Fig. 1: run 1, placement density heat map
14 x 14 tiles, from dark blue (low) to red (high), 0 to 100% covered.
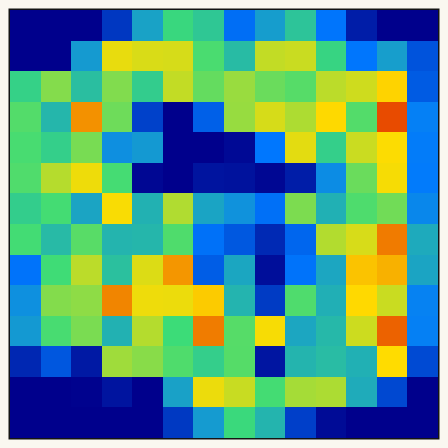
Fig. 2: run 1, routing congestion
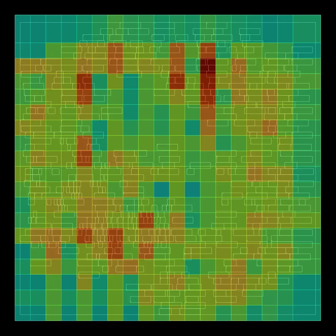
Fig. 3: run 1, gate families picked out
The bar under the picture is 50 um long.
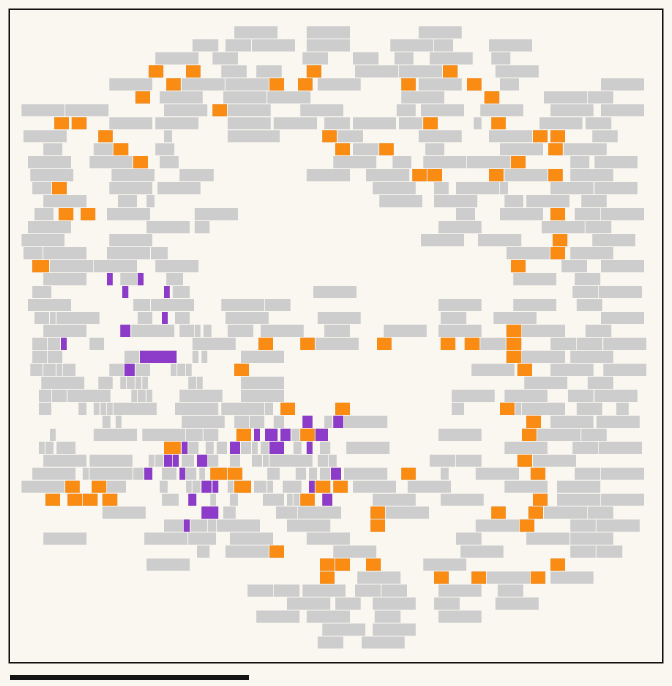
Fig. 4: run 1, routed metal, one colour a layer
The bar under the picture is 50 um long.
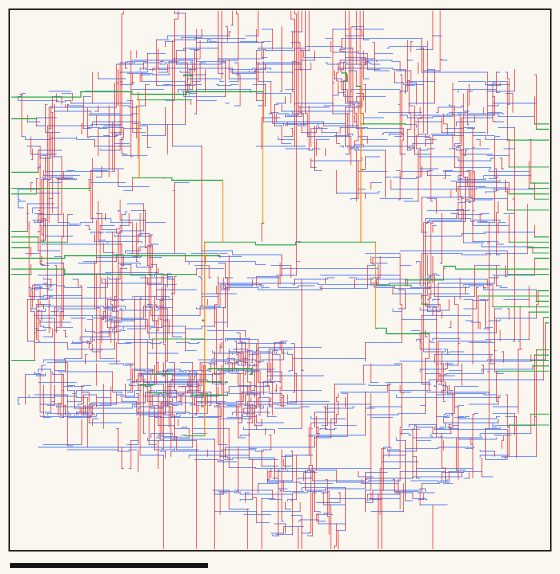
`src/rtl/cfg_pkg.sv`:
```
// rtl/cfg_pkg.sv - shared types, widths and CRC step for the config loader
package cfg_pkg;

  typedef enum logic [2:0] {IDLE, SYNC, LOAD, CHECK, ERR} cfg_state_e;

  localparam logic [7:0] CRC8_POLY     = 8'h07;
  localparam logic [7:0] SYNC_WORD_DEF = 8'hA5;
  localparam int         PROG_W        = 69;

  // prog field map of the connection-block tile
  localparam int LUT_MSB   = 68;
  localparam int LUT_LSB   = 52;
  localparam int SB_MSB    = 51;
  localparam int SB_LSB    = 20;
  localparam int ISEL_MSB  = 19;
  localparam int ISEL_LSB  = 8;
  localparam int IOSEL_MSB = 7;
  localparam int IOSEL_LSB = 0;

  function automatic logic [7:0] crc8_step(input logic [7:0] crc, input logic b);
    return {crc[6:0], 1'b0} ^ ((crc[7] ^ b) ? CRC8_POLY : 8'h00);
  endfunction

endpackage

```
`src/rtl/cfg_loader_if.sv`:
```
// rtl/cfg_loader_if.sv - config port and prog bus; CFG_READBACK_EN adds rb_req/rb_dout
interface cfg_loader_if #(parameter int PROG_W = cfg_pkg::PROG_W);

  logic              cfg_start;
  logic              cfg_valid;
  logic              cfg_din;
  logic [PROG_W-1:0] prog;
  logic              cfg_busy;
  logic              cfg_done;
  logic              cfg_err;

`ifdef CFG_READBACK_EN
  logic              rb_req;
  logic              rb_dout;

  modport master (output cfg_start, cfg_valid, cfg_din, rb_req,
                  input  prog, cfg_busy, cfg_done, cfg_err, rb_dout);
  modport slave  (input  cfg_start, cfg_valid, cfg_din, rb_req,
                  output prog, cfg_busy, cfg_done, cfg_err, rb_dout);
`else
  modport master (output cfg_start, cfg_valid, cfg_din,
                  input  prog, cfg_busy, cfg_done, cfg_err);
  modport slave  (input  cfg_start, cfg_valid, cfg_din,
                  output prog, cfg_busy, cfg_done, cfg_err);
`endif

endinterface

```
`src/rtl/crc8_serial.sv`:
```
// rtl/crc8_serial.sv - bit-serial CRC-8 (poly 0x07, init 0, no reflection)
module crc8_serial
  import cfg_pkg::*;
(
  input  logic       clk_i,
  input  logic       rst_i,
  input  logic       clear_i,
  input  logic       en_i,
  input  logic       bit_i,
  output logic [7:0] crc_o
);

  logic [7:0] crc_q;

  always_ff @(posedge clk_i or posedge rst_i) begin
    if (rst_i) begin
      crc_q <= 8'h00;
    end else if (clear_i) begin
      crc_q <= 8'h00;
    end else if (en_i) begin
      crc_q <= crc8_step(crc_q, bit_i);
    end
  end

  assign crc_o = crc_q;

endmodule

```
`src/rtl/cfg_loader.sv`:
```
// rtl/cfg_loader.sv - framed serial config loader with atomic prog commit; readback under CFG_READBACK_EN
module cfg_loader
  import cfg_pkg::*;
#(
  parameter logic [7:0] SYNC_WORD    = SYNC_WORD_DEF,
  parameter int         SYNC_TIMEOUT = 32
)
(
  input  logic         clb_clk,
  input  logic         clb_rst,
  cfg_loader_if.slave  bus_if
);

  cfg_state_e        state_q;
  logic [7:0]        win_q, rx_q, cnt_q;
  logic [PROG_W-1:0] shadow_q, prog_q;
  logic              done_q, err_q;
  logic [7:0]        win_d, rx_d, crc;
  logic [PROG_W-1:0] shadow_d;
  logic              crc_en;

  assign win_d    = {win_q[6:0], bus_if.cfg_din};
  assign rx_d     = {rx_q[6:0], bus_if.cfg_din};
  assign shadow_d = {shadow_q[PROG_W-2:0], bus_if.cfg_din};
  assign crc_en   = (state_q == LOAD) && bus_if.cfg_valid && !bus_if.cfg_start;

  crc8_serial u_crc (
    .clk_i   (clb_clk),
    .rst_i   (clb_rst),
    .clear_i (bus_if.cfg_start),
    .en_i    (crc_en),
    .bit_i   (bus_if.cfg_din),
    .crc_o   (crc)
  );

  // cfg_start always wins over a bit presented in the same cycle
  always_ff @(posedge clb_clk or posedge clb_rst) begin
    if (clb_rst) begin
      state_q  <= IDLE;
      win_q    <= '0;
      rx_q     <= '0;
      cnt_q    <= '0;
      shadow_q <= '0;
      prog_q   <= '0;
      done_q   <= 1'b0;
      err_q    <= 1'b0;
    end else begin
      done_q <= 1'b0;
      if (bus_if.cfg_start) begin
        state_q  <= SYNC;
        win_q    <= '0;
        rx_q     <= '0;
        cnt_q    <= '0;
        shadow_q <= '0;
        err_q    <= 1'b0;
      end else if (bus_if.cfg_valid) begin
        case (state_q)
          SYNC: begin
            win_q <= win_d;
            if (win_d == SYNC_WORD) begin
              state_q <= LOAD;
              cnt_q   <= '0;
            end else if (cnt_q == 8'(SYNC_TIMEOUT - 1)) begin
              state_q <= ERR;
              err_q   <= 1'b1;
            end else begin
              cnt_q <= cnt_q + 8'd1;
            end
          end
          LOAD: begin
            shadow_q <= shadow_d;
            if (cnt_q == 8'(PROG_W - 1)) begin
              state_q <= CHECK;
              cnt_q   <= '0;
            end else begin
              cnt_q <= cnt_q + 8'd1;
            end
          end
          CHECK: begin
            rx_q <= rx_d;
            if (cnt_q == 8'd7) begin
              cnt_q <= '0;
              if (rx_d == crc) begin
                prog_q  <= shadow_q;
                done_q  <= 1'b1;
                state_q <= IDLE;
              end else begin
                state_q <= ERR;
                err_q   <= 1'b1;
              end
            end else begin
              cnt_q <= cnt_q + 8'd1;
            end
          end
          default: ;
        endcase
      end
    end
  end

  assign bus_if.prog     = prog_q;
  assign bus_if.cfg_done = done_q;
  assign bus_if.cfg_err  = err_q;

`ifdef CFG_READBACK_EN
  logic              rb_active_q, rb_dout_q;
  logic [7:0]        rb_cnt_q;
  logic [PROG_W-1:0] rb_sr_q;

  // rb_cnt_q counts bits already presented on rb_dout
  always_ff @(posedge clb_clk or posedge clb_rst) begin
    if (clb_rst) begin
      rb_active_q <= 1'b0;
      rb_dout_q   <= 1'b0;
      rb_cnt_q    <= '0;
      rb_sr_q     <= '0;
    end else if (bus_if.cfg_start) begin
      rb_active_q <= 1'b0;
      rb_dout_q   <= 1'b0;
      rb_cnt_q    <= '0;
    end else if (!rb_active_q) begin
      if (bus_if.rb_req && state_q == IDLE) begin
        rb_active_q <= 1'b1;
        rb_dout_q   <= prog_q[PROG_W-1];
        rb_sr_q     <= {prog_q[PROG_W-2:0], 1'b0};
        rb_cnt_q    <= 8'd1;
      end
    end else if (rb_cnt_q == 8'(PROG_W)) begin
      rb_active_q <= 1'b0;
      rb_dout_q   <= 1'b0;
      rb_cnt_q    <= '0;
    end else begin
      rb_dout_q <= rb_sr_q[PROG_W-1];
      rb_sr_q   <= {rb_sr_q[PROG_W-2:0], 1'b0};
      rb_cnt_q  <= rb_cnt_q + 8'd1;
    end
  end

  assign bus_if.rb_dout  = rb_dout_q;
  assign bus_if.cfg_busy = (state_q inside {SYNC, LOAD, CHECK}) || rb_active_q;
`else
  assign bus_if.cfg_busy = (state_q inside {SYNC, LOAD, CHECK});
`endif

endmodule

```
`src/flat_wrapper.sv`:
```
// flat-port wrapper written by rule: the top's interface ports become plain ports
module cfg_loader_flat import cfg_pkg::*;
#(
  parameter logic [7:0] SYNC_WORD    = SYNC_WORD_DEF,
  parameter int         SYNC_TIMEOUT = 32
)
  (clb_clk, clb_rst, bus_if_cfg_start, bus_if_cfg_valid, bus_if_cfg_din, bus_if_prog, bus_if_cfg_busy, bus_if_cfg_done, bus_if_cfg_err);
  cfg_loader_if #(.PROG_W((69))) bus_if_i ();
  input  logic clb_clk;
  input  logic clb_rst;
  input wire logic [$bits(bus_if_i.cfg_start)-1:0] bus_if_cfg_start;
  input wire logic [$bits(bus_if_i.cfg_valid)-1:0] bus_if_cfg_valid;
  input wire logic [$bits(bus_if_i.cfg_din)-1:0] bus_if_cfg_din;
  output wire logic [$bits(bus_if_i.prog)-1:0] bus_if_prog;
  output wire logic [$bits(bus_if_i.cfg_busy)-1:0] bus_if_cfg_busy;
  output wire logic [$bits(bus_if_i.cfg_done)-1:0] bus_if_cfg_done;
  output wire logic [$bits(bus_if_i.cfg_err)-1:0] bus_if_cfg_err;
  assign bus_if_i.cfg_start = bus_if_cfg_start;
  assign bus_if_i.cfg_valid = bus_if_cfg_valid;
  assign bus_if_i.cfg_din = bus_if_cfg_din;
  assign bus_if_prog = bus_if_i.prog;
  assign bus_if_cfg_busy = bus_if_i.cfg_busy;
  assign bus_if_cfg_done = bus_if_i.cfg_done;
  assign bus_if_cfg_err = bus_if_i.cfg_err;
  cfg_loader #(.SYNC_WORD(SYNC_WORD), .SYNC_TIMEOUT(SYNC_TIMEOUT)) u_core (.clb_clk(clb_clk), .clb_rst(clb_rst), .bus_if(bus_if_i));
endmodule
```
`config.mk`:
```
export PLATFORM = sky130hd
export DESIGN_NAME = cfg_loader_flat
export DESIGN_NICKNAME = d
export VERILOG_FILES = /design/src/rtl/cfg_pkg.sv /design/src/rtl/cfg_loader_if.sv /design/src/rtl/crc8_serial.sv /design/src/rtl/cfg_loader.sv /design/src/flat_wrapper.sv
export SDC_FILE = /design/constraint.sdc
export NUM_CORES = 1
export LEC_CHECK = 0
export CAP_MARGIN = 20
export CORE_MARGIN = 2
export CORE_UTILIZATION = 40
export DETAILED_ROUTE_END_ITERATION = 12
export DONT_BUFFER_PORTS = 1
export PLACE_DENSITY = 0.61
export SLEW_MARGIN = 0
export SYNTH_ARGS = -nofsm -noshare
export SYNTH_HDL_FRONTEND = slang
export SYNTH_HIERARCHICAL = 1
export SYNTH_SLANG_ARGS = --single-unit
```
`constraint.sdc`:
```
create_clock -name clb_clk -period 6.4 [get_ports clb_clk]
set_input_delay 1.28 -clock clb_clk [delete_from_list [all_inputs] [get_ports clb_clk]]
set_output_delay 1.28 -clock clb_clk [all_outputs]
set_load 0.05 [all_outputs]
```
==> results.tsv, run 1 <==
stage	metric	value	unit
floorplanning	die width	137	um
yosys	YS chip area	7030	sq um
critical_path	RR Endpoint	u_core/bus_if.prog[19]$_DFFE_PP0P_	
grt	initial antenna violation count	0	
power_and_ir_drop	Seq pwr share	0.513	
min_path	Hold Crit Class	reg -> reg	
power_and_ir_drop	maximum vdd drop	0.178	mV
critical_path	critical path's top delay family	AND-OR/OR-AND gates	
yosys	Netlist Area Pre-Place	7030	sq um
routing	Top Metal Used	met4	
final_timing	top achievable clock speed	299	MHz
yosys	mux frac, synth	0.150	
placed_design	pre-CTS WS	2.70	ns
cells_and_area	nets@finish	491	
power_and_ir_drop	Final Total Pwr	2.17	mW
routing	wire length on met3	649	um
clock_tree	post-CTS sizing	0	
placed_design	dpl cells	690	
grt	global route total overflow	0	
flow_run	Log Warnings	29	
clock_tree	clock-pin slew on the worst setup and hold paths	0.06	ns
final_timing	PnR worst setup slack	3.05	ns
yosys	Synth Area per Inst	14.4	sq um
final_timing	Setup-failing EPs final	0	
power_and_ir_drop	leakage	3.71	nW
critical_path	Slowest Stage Delay on Critical Path	0.93	ns
clock_tree	Longest Clk Path Bufs	2	
flow_run	maxcap violations	0	
final_timing	final tally of max-slew violations	0	
outcome	status	complete, no violations	
floorplanning	Die Y-Extent	137	um
routing	Met1 Wirelength	6310	um
cells_and_area	Fillers	1521	
placed_design	hpwl dp	8010	um
power_and_ir_drop	switch share	0.232	
final_timing	final hold viol count	0	
yosys	list of most frequent post-synthesis cells	dfrtp_1 (173), a22o_1 (80), mux2_4 (50)	
power_and_ir_drop	clock power share	0.451	
power_and_ir_drop	Comb power frac	0.036	
cells_and_area	Top Layout Cells	dfrtp_1 (173), a22o_1 (80), mux2_4 (50)	
critical_path	Worst Reg2Reg Path Length in Cells	6	
final_timing	Tcrit/Tclk final	0.523	
yosys	number of enable flip-flop cells	0	
placed_design	Post-DP Area	7210	sq um
critical_path	CP startpoint	u_core/state_q[1]$_DFFE_PP0P_	
final_timing	worst-margin pin slew	1.09	ns
yosys	post-synth net total	495	
yosys	Adder-Cell Fraction of Synth Area	0.00356	
critical_path	R2R setup slack	3.44	ns
clock_tree	hold_buf cts	0	
yosys	aoi share	0.128	
routing	drt pass-1 iters	4	
power_and_ir_drop	Power Dens Cells	280	nW/um^2
critical_path	class of the most critical setup path	reg -> out	
final_timing	worst hold slack	0.505	ns
yosys	Cells after Synth	488	
cells_and_area	Layout area overhead	10.4	%
yosys	post-synthesis sequential area ratio	0.615	
final_timing	RSZ-0062 raised after global routing	no	
routing	1st-iter DRT viols	179	
yosys	Largest type area fraction	0.615	
critical_path	crit-path max FO	8	
critical_path	CP cell instances	clkinv_1 -> a21oi_1	
cells_and_area	Final Cell Area	7770	sq um
final_timing	Clock Skews	0.00703	ns
power_and_ir_drop	Pint	1.67	mW
yosys	Yosys top cell by instances	dfrtp_1	
critical_path	crit path capture	bus_if_cfg_busy	
critical_path	CP arrival	2.07	ns
yosys	ys flop type	dfrtp_1	
grt	first-pass GRT wire length	21400	um
clock_tree	setup bufs post-CTS	0	
yosys	Largest cells by area	dfrtp_1 (62%), mux2_4 (11%), a22o_1 (10%)	
floorplanning	I/O pin total	77	
cells_and_area	# diodes	0	
About Fig. 1:
- fullest tile: 92%
- mean over tiles: 40%
- tiles over 75% full: 6.6%
CORE AREA: 17200 sq um
Starting Density: 0.408
Layout Utilization: 0.451

About Fig. 2:
M3 GR Usage: 0.0444
met2 Resource Use GR: 0.221
GR peak layer: met2
met1 Use GR: 0.201
wire per inst: 18.1 um

About Fig. 3:
- purple: NOR gates (cells 32; most used nor2_1)
- orange: AND-OR and OR-AND gates (cells 86; most used a22o_1; where widely spread)
Layout Cells excl Fill: 722
Commonest Layout Cell: dfrtp_1
Comb area share: 0.325

About Fig. 4:
- red: met2 (wire length 5900 um)
- green: met3 (wire length 650 um)
- blue: met1 (wire length 6310 um)
- orange: met4 (wire length 179 um)
final wirelength: 13000 um
vias: 3957
Total GRT Usage: 0.147

-- run 1: final cells by class --
class                           count  area, sq um  area share
Clock buffer                       19          443      0.0570
Clock inverter                     13          113      0.0145
Inverter                            8         35.0     0.00451
Multi-Input combinational cell    280         2520       0.325
Sequential cell                   173         4330       0.557
Tap cell                          225          282      0.0362
Timing Repair Buffer                4         42.5     0.00548
-- run 1: power by group through the flow --
stage / Clock, mW / Sequential (mW) / Combinational, mW
2_1_floorplan: 0 / 1.13 / 0.0684
3_3_place_gp: 0 / 1.13 / 0.0778
3_5_place_dp: 0 / 1.13 / 0.0800
4_1_cts: 1.01 / 1.11 / 0.0805
5_1_grt: 1.06 / 1.11 / 0.0903
6_report: 0.980 / 1.11 / 0.0788
-- run 1: state kept, by name (all words and copies together) (netlist names) --
register	count
u_core/u_crc/crc_o	8
u_core/rx_q	7
u_core/bus_if.cfg_err	1
u_core/state_q	3
u_core/bus_if.cfg_done	1
u_core/shadow_q	69
u_core/bus_if.prog	69
u_core/win_q	7
u_core/cnt_q	8
-- run 1: how the worst min path moves through the flow --
stage	slack, ns	start	endpoint	cells past startpoint
floorplan	0.46	u_core/win_q[0]$_DFFE_PP0P_	u_core/win_q[0]$_DFFE_PP0P_	2
global placement	0.48	u_core/win_q[6]$_DFFE_PP0P_	u_core/win_q[6]$_DFFE_PP0P_	1
detailed placement	0.48	u_core/win_q[6]$_DFFE_PP0P_	u_core/win_q[6]$_DFFE_PP0P_	1
CTS	0.51	u_core/win_q[6]$_DFFE_PP0P_	u_core/win_q[6]$_DFFE_PP0P_	1
global route	0.52	u_core/win_q[6]$_DFFE_PP0P_	u_core/win_q[6]$_DFFE_PP0P_	1
finish	0.50	u_core/win_q[6]$_DFFE_PP0P_	u_core/win_q[6]$_DFFE_PP0P_	1
Fig. 5: run 1, clock distribution
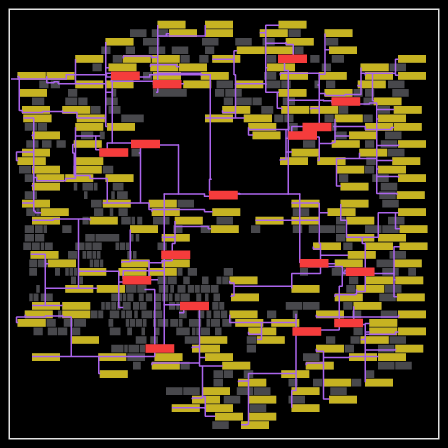

## Run 2: what changed since run 1
Settings changed: PLACE_DENSITY 0.61 to 0.63.
Clock period 6.4 ns to 3 ns, I/O delays scaled along.
Fig. 6: run 2, clock distribution
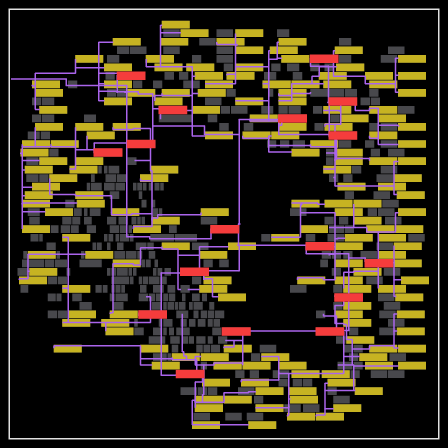
- purple: clock wires (length 2100 um)
- red: cells driving clock nets (count 17)
- yellow: flip-flops (count 173)
- flops lie: widely spread
Worst-Skew Late Latency: 0.43 ns
Clock Skews: 0.00717 ns

==> results.tsv, run 2 <==
stage	metric	value	unit
outcome	status	complete, no violations	
placed_design	dpl cells	693	
routing	1st-iter DRT viols	249	
routing	final wirelength	13100	um
cells_and_area	# diodes	0	
clock_tree	Longest Clk Path Bufs	2	
cells_and_area	Commonest Layout Cell	dfrtp_1	
yosys	number of enable flip-flop cells	0	
cells_and_area	Layout area overhead	11.9	%
floorplanning	I/O pin total	77	
power_and_ir_drop	Final Total Pwr	4.80	mW
clock_tree	hold_buf cts	1	
yosys	Synth Area per Inst	14.4	sq um
final_timing	top achievable clock speed	407	MHz
critical_path	Slowest Stage Delay on Critical Path	0.40	ns
routing	vias	3972	
final_timing	PnR worst setup slack	0.544	ns
critical_path	crit-path max FO	51	
critical_path	RR Endpoint	u_core/bus_if.prog[27]$_DFFE_PP0P_	
floorplanning	Starting Density	0.408	
grt	first-pass GRT wire length	21500	um
critical_path	R2R setup slack	0.54	ns
flow_run	Log Warnings	29	
cells_and_area	Top Layout Cells	dfrtp_1 (173), a22o_1 (80), mux2_4 (50)	
floorplanning	die width	137	um
clock_tree	setup bufs post-CTS	0	
final_timing	Tcrit/Tclk final	0.819	
power_and_ir_drop	Power Dens Cells	610	nW/um^2
cells_and_area	Fillers	1516	
yosys	Yosys top cell by instances	dfrtp_1	
yosys	list of most frequent post-synthesis cells	dfrtp_1 (173), a22o_1 (80), mux2_4 (50)	
placed_design	pre-CTS WS	0.539	ns
clock_tree	post-CTS sizing	0	
placed_design	Post-DP Area	7260	sq um
final_timing	final tally of max-slew violations	0	
final_timing	final hold viol count	0	
power_and_ir_drop	maximum vdd drop	0.415	mV
critical_path	Worst Reg2Reg Path Length in Cells	6	
final_timing	RSZ-0062 raised after global routing	no	
yosys	Largest cells by area	dfrtp_1 (62%), mux2_4 (11%), a22o_1 (10%)	
flow_run	maxcap violations	0	
critical_path	class of the most critical setup path	reg -> reg	
-- run 2: kinds of logic after synthesis --
group	Yosys count	share of synthesized area
simple gates	77	0.0603
xor+xnor	11	0.0137
compound gates	112	0.128
fa+ha+maj	2	0.00356
mux	78	0.150
flops	173	0.615
buf+inv	35	0.0283
-- run 2: how the worst min path moves through the flow --
stage | from | to | slack, ns | depth (start not counted)
after floorplan | clb_rst | u_core/u_crc/crc_o[0]$_DFFE_PP0P_ | 0.42 | 1
after global placement | clb_rst | u_core/u_crc/crc_o[0]$_DFFE_PP0P_ | 0.45 | 1
after detailed placement | clb_rst | u_core/u_crc/crc_o[0]$_DFFE_PP0P_ | 0.46 | 1
after CTS | bus_if_cfg_start | u_core/rx_q[6]$_DFFE_PP0P_ | 0.20 | 1
after global routing | bus_if_cfg_start | u_core/u_crc/crc_o[3]$_DFFE_PP0P_ | 0.20 | 1
final | clb_rst | u_core/win_q[0]$_DFFE_PP0P_ | 0.18 | 2
-- run 2: final cells by class --
class	count	share of cell area
inverter	8	0.00429
sequential	173	0.550
clock buffer	19	0.0575
timing repair buffer	8	0.0127
multi-input combinational	280	0.320
clock inverter	13	0.0195
tap	225	0.0358
-- run 2: critical path: cells and delay by family (launching register included) --
family / cells / cell delay, ns
fa+ha+maj: 1 / 0.28
buf+inv: 1 / 0.38
flops: 1 / 0.40
mux: 1 / 0.39
simple gates: 3 / 0.86
-- run 2: where the power goes --
part	switching, mW	internal, mW
combinational	0.126	0.0523
sequential	0.0270	2.35
clock	0.957	1.29
total	1.11	3.69
-- run 2: per-layer routing --
layer  vias to the layer above  GRT usage  routed length, um
li1                       1806          -                  -
met3                        23     0.0533                856
met4                         0     0.0637                235
met1                      2047      0.196               6070
met5                         -          0                  0
met2                        96      0.225               5940
Fig. 7: run 2, routed metal, one colour a layer
The bar under the picture is 50 um long.
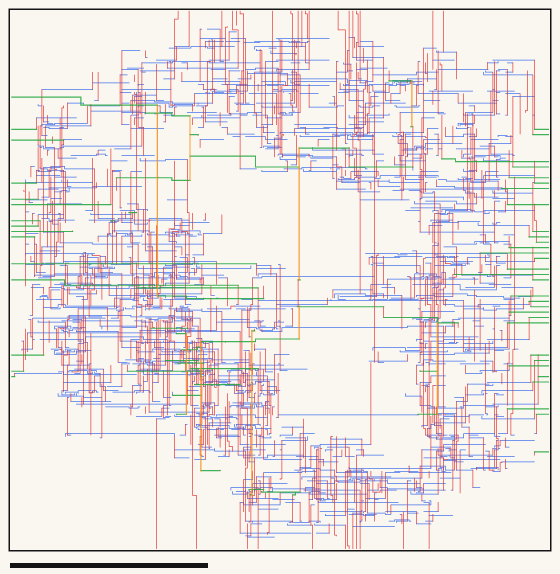

## Run 3: what changed since run 2
Settings changed: PLACE_DENSITY 0.63 to 0.61.
Clock period 3 ns to 2.5 ns, I/O delays scaled along.
Fig. 8: run 3, routed metal, one colour a layer
The bar under the picture is 50 um long.
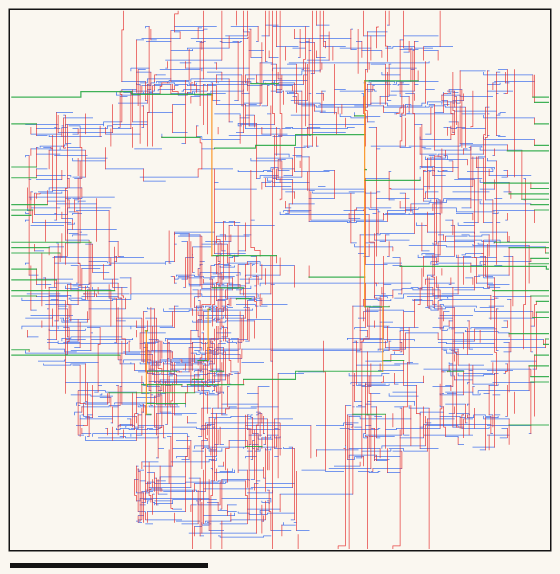
wire per inst: 17.8 um
Total GRT Usage: 0.147

==> results.tsv, run 3 <==
stage	metric	value	unit
cells_and_area	Fillers	1492	
critical_path	crit-path max FO	24	
min_path	min-delay src	bus_if_cfg_start	
critical_path	class of the most critical setup path	reg -> reg	
critical_path	CP cell instances	xor2_1 -> nor4_1 -> nand2_1 -> nor4_4 -> buf_12 -> buf_12 -> mux2_4	
power_and_ir_drop	leakage	3.83	nW
yosys	ys flop type	dfrtp_1	
critical_path	crit path capture	u_core/bus_if.prog[37]$_DFFE_PP0P_	
yosys	number of enable flip-flop cells	0	
yosys	YS chip area	7030	sq um
yosys	Simple-Gate Area Share	0.0603	
final_timing	Tcrit/Tclk final	0.901	
cells_and_area	Commonest Layout Cell	dfrtp_1	
yosys	aoi share	0.128	
yosys	Largest cells by area	dfrtp_1 (62%), mux2_4 (11%), a22o_1 (10%)	
final_timing	worst-margin pin slew	0.636	ns
power_and_ir_drop	maximum vdd drop	0.474	mV
grt	initial antenna violation count	0	
critical_path	Buf/Inv on CP	2	
grt	first-pass GRT wire length	21500	um
routing	final wirelength	13100	um
outcome	status	complete, no violations	
routing	vias	3974	
yosys	post-synthesis sequential area ratio	0.615	
yosys	Top logic family	multiplexers	
yosys	mux frac, synth	0.150	
cells_and_area	Top Layout Cells	dfrtp_1 (173), a22o_1 (80), mux2_4 (50)	
critical_path	critical path depth	7	
routing	drt pass-1 iters	4	
cells_and_area	nets@finish	502	
critical_path	CP startpoint	u_core/u_crc/crc_o[7]$_DFFE_PP0P_	
yosys	post-synth net total	495	
final_timing	RSZ-0062 raised after global routing	no	
critical_path	critical path's top delay family	simple AND/OR/NAND/NOR gates	
cells_and_area	Final Cell Area	8020	sq um
cells_and_area	# diodes	0	
min_path	hold depth	1	
floorplanning	I/O pin total	77	
yosys	Synth Area per Inst	14.4	sq um
final_timing	Setup-failing EPs final	0	
grt	global route total overflow	0	
yosys	Largest type area fraction	0.615	
floorplanning	Starting Density	0.408	
final_timing	final hold viol count	0	
cells_and_area	Layout Cells excl Fill	733	
floorplanning	Die Y-Extent	137	um
clock_tree	Worst-Skew Late Latency	0.42	ns
final_timing	final tally of max-slew violations	0	
yosys	Adder-Cell Fraction of Synth Area	0.00356	
placed_design	dpl cells	700	
final_timing	Clock Skews	0.0105	ns
yosys	Yosys top cell by instances	dfrtp_1	
min_path	Hold EP	u_core/rx_q[6]$_DFFE_PP0P_	
routing	1st-iter DRT viols	289	
critical_path	RR Endpoint	u_core/bus_if.prog[37]$_DFFE_PP0P_	
cells_and_area	Layout area overhead	14.0	%
==> run 3: area by class of cell <==
| class | instances | area [sq um] | share of cell area |
|---|---|---|---|
| Clock buffer | 21 | 470 | 0.0587 |
| Clock inverter | 11 | 179 | 0.0223 |
| Inverter | 8 | 33.8 | 0.00421 |
| Multi-Input combinational cell | 280 | 2530 | 0.316 |
| Sequential cell | 173 | 4330 | 0.540 |
| Tap cell | 225 | 282 | 0.0351 |
| Timing Repair Buffer | 15 | 190 | 0.0237 |
==> run 3: where the power goes <==
part           internal [mW]  leakage, nW  switching, mW  total, mW
combinational         0.0666         1.11          0.152      0.218
sequential              2.82         2.41         0.0338       2.85
clock                   1.77        0.311           1.11       2.88
total                   4.66         3.83           1.29       5.95
==> run 3: worst register-to-register path: cells and delay by family, from the launching register on <==
family                    cells  cell delay [ns]
DFF                           1             0.45
xor gates and xnor gates      1             0.19
buffers and inverters         2             0.44
and+or+nand+nor               3             0.73
muxes                         1             0.33
==> run 3: metal layers <==
layer | part of all wire | global-route usage
met1 | 0.47 | 0.200
met2 | 0.47 | 0.220
met3 | 0.053 | 0.0511
met4 | 0.011 | 0.0480
met5 | 0 | 0
==> run 3: through the flow <==
step           TNS (ns)   util  setup WS, ns  hold WS [ns]  power [mW]
3_3_place_gp          0  0.427         0.152         0.337        3.12
3_5_place_dp          0  0.427         0.143         0.352        3.12
6_report              0  0.465         0.248         0.135        5.95
2_1_floorplan    -16.30      -       -0.0988         0.316        3.07
5_1_grt               0  0.465        0.0661         0.109        6.19
4_1_cts               0  0.465         0.135         0.112        6.02
==> run 3: what timing repair did <==
action,4_1_cts,5_1_grt
endpoints found under the hold margin,10,0
gates resized,0,1
hold buffers,1,0
endpoints found under the setup margin,0,57
No activity file was given, so power comes from the tool's default toggle rates.
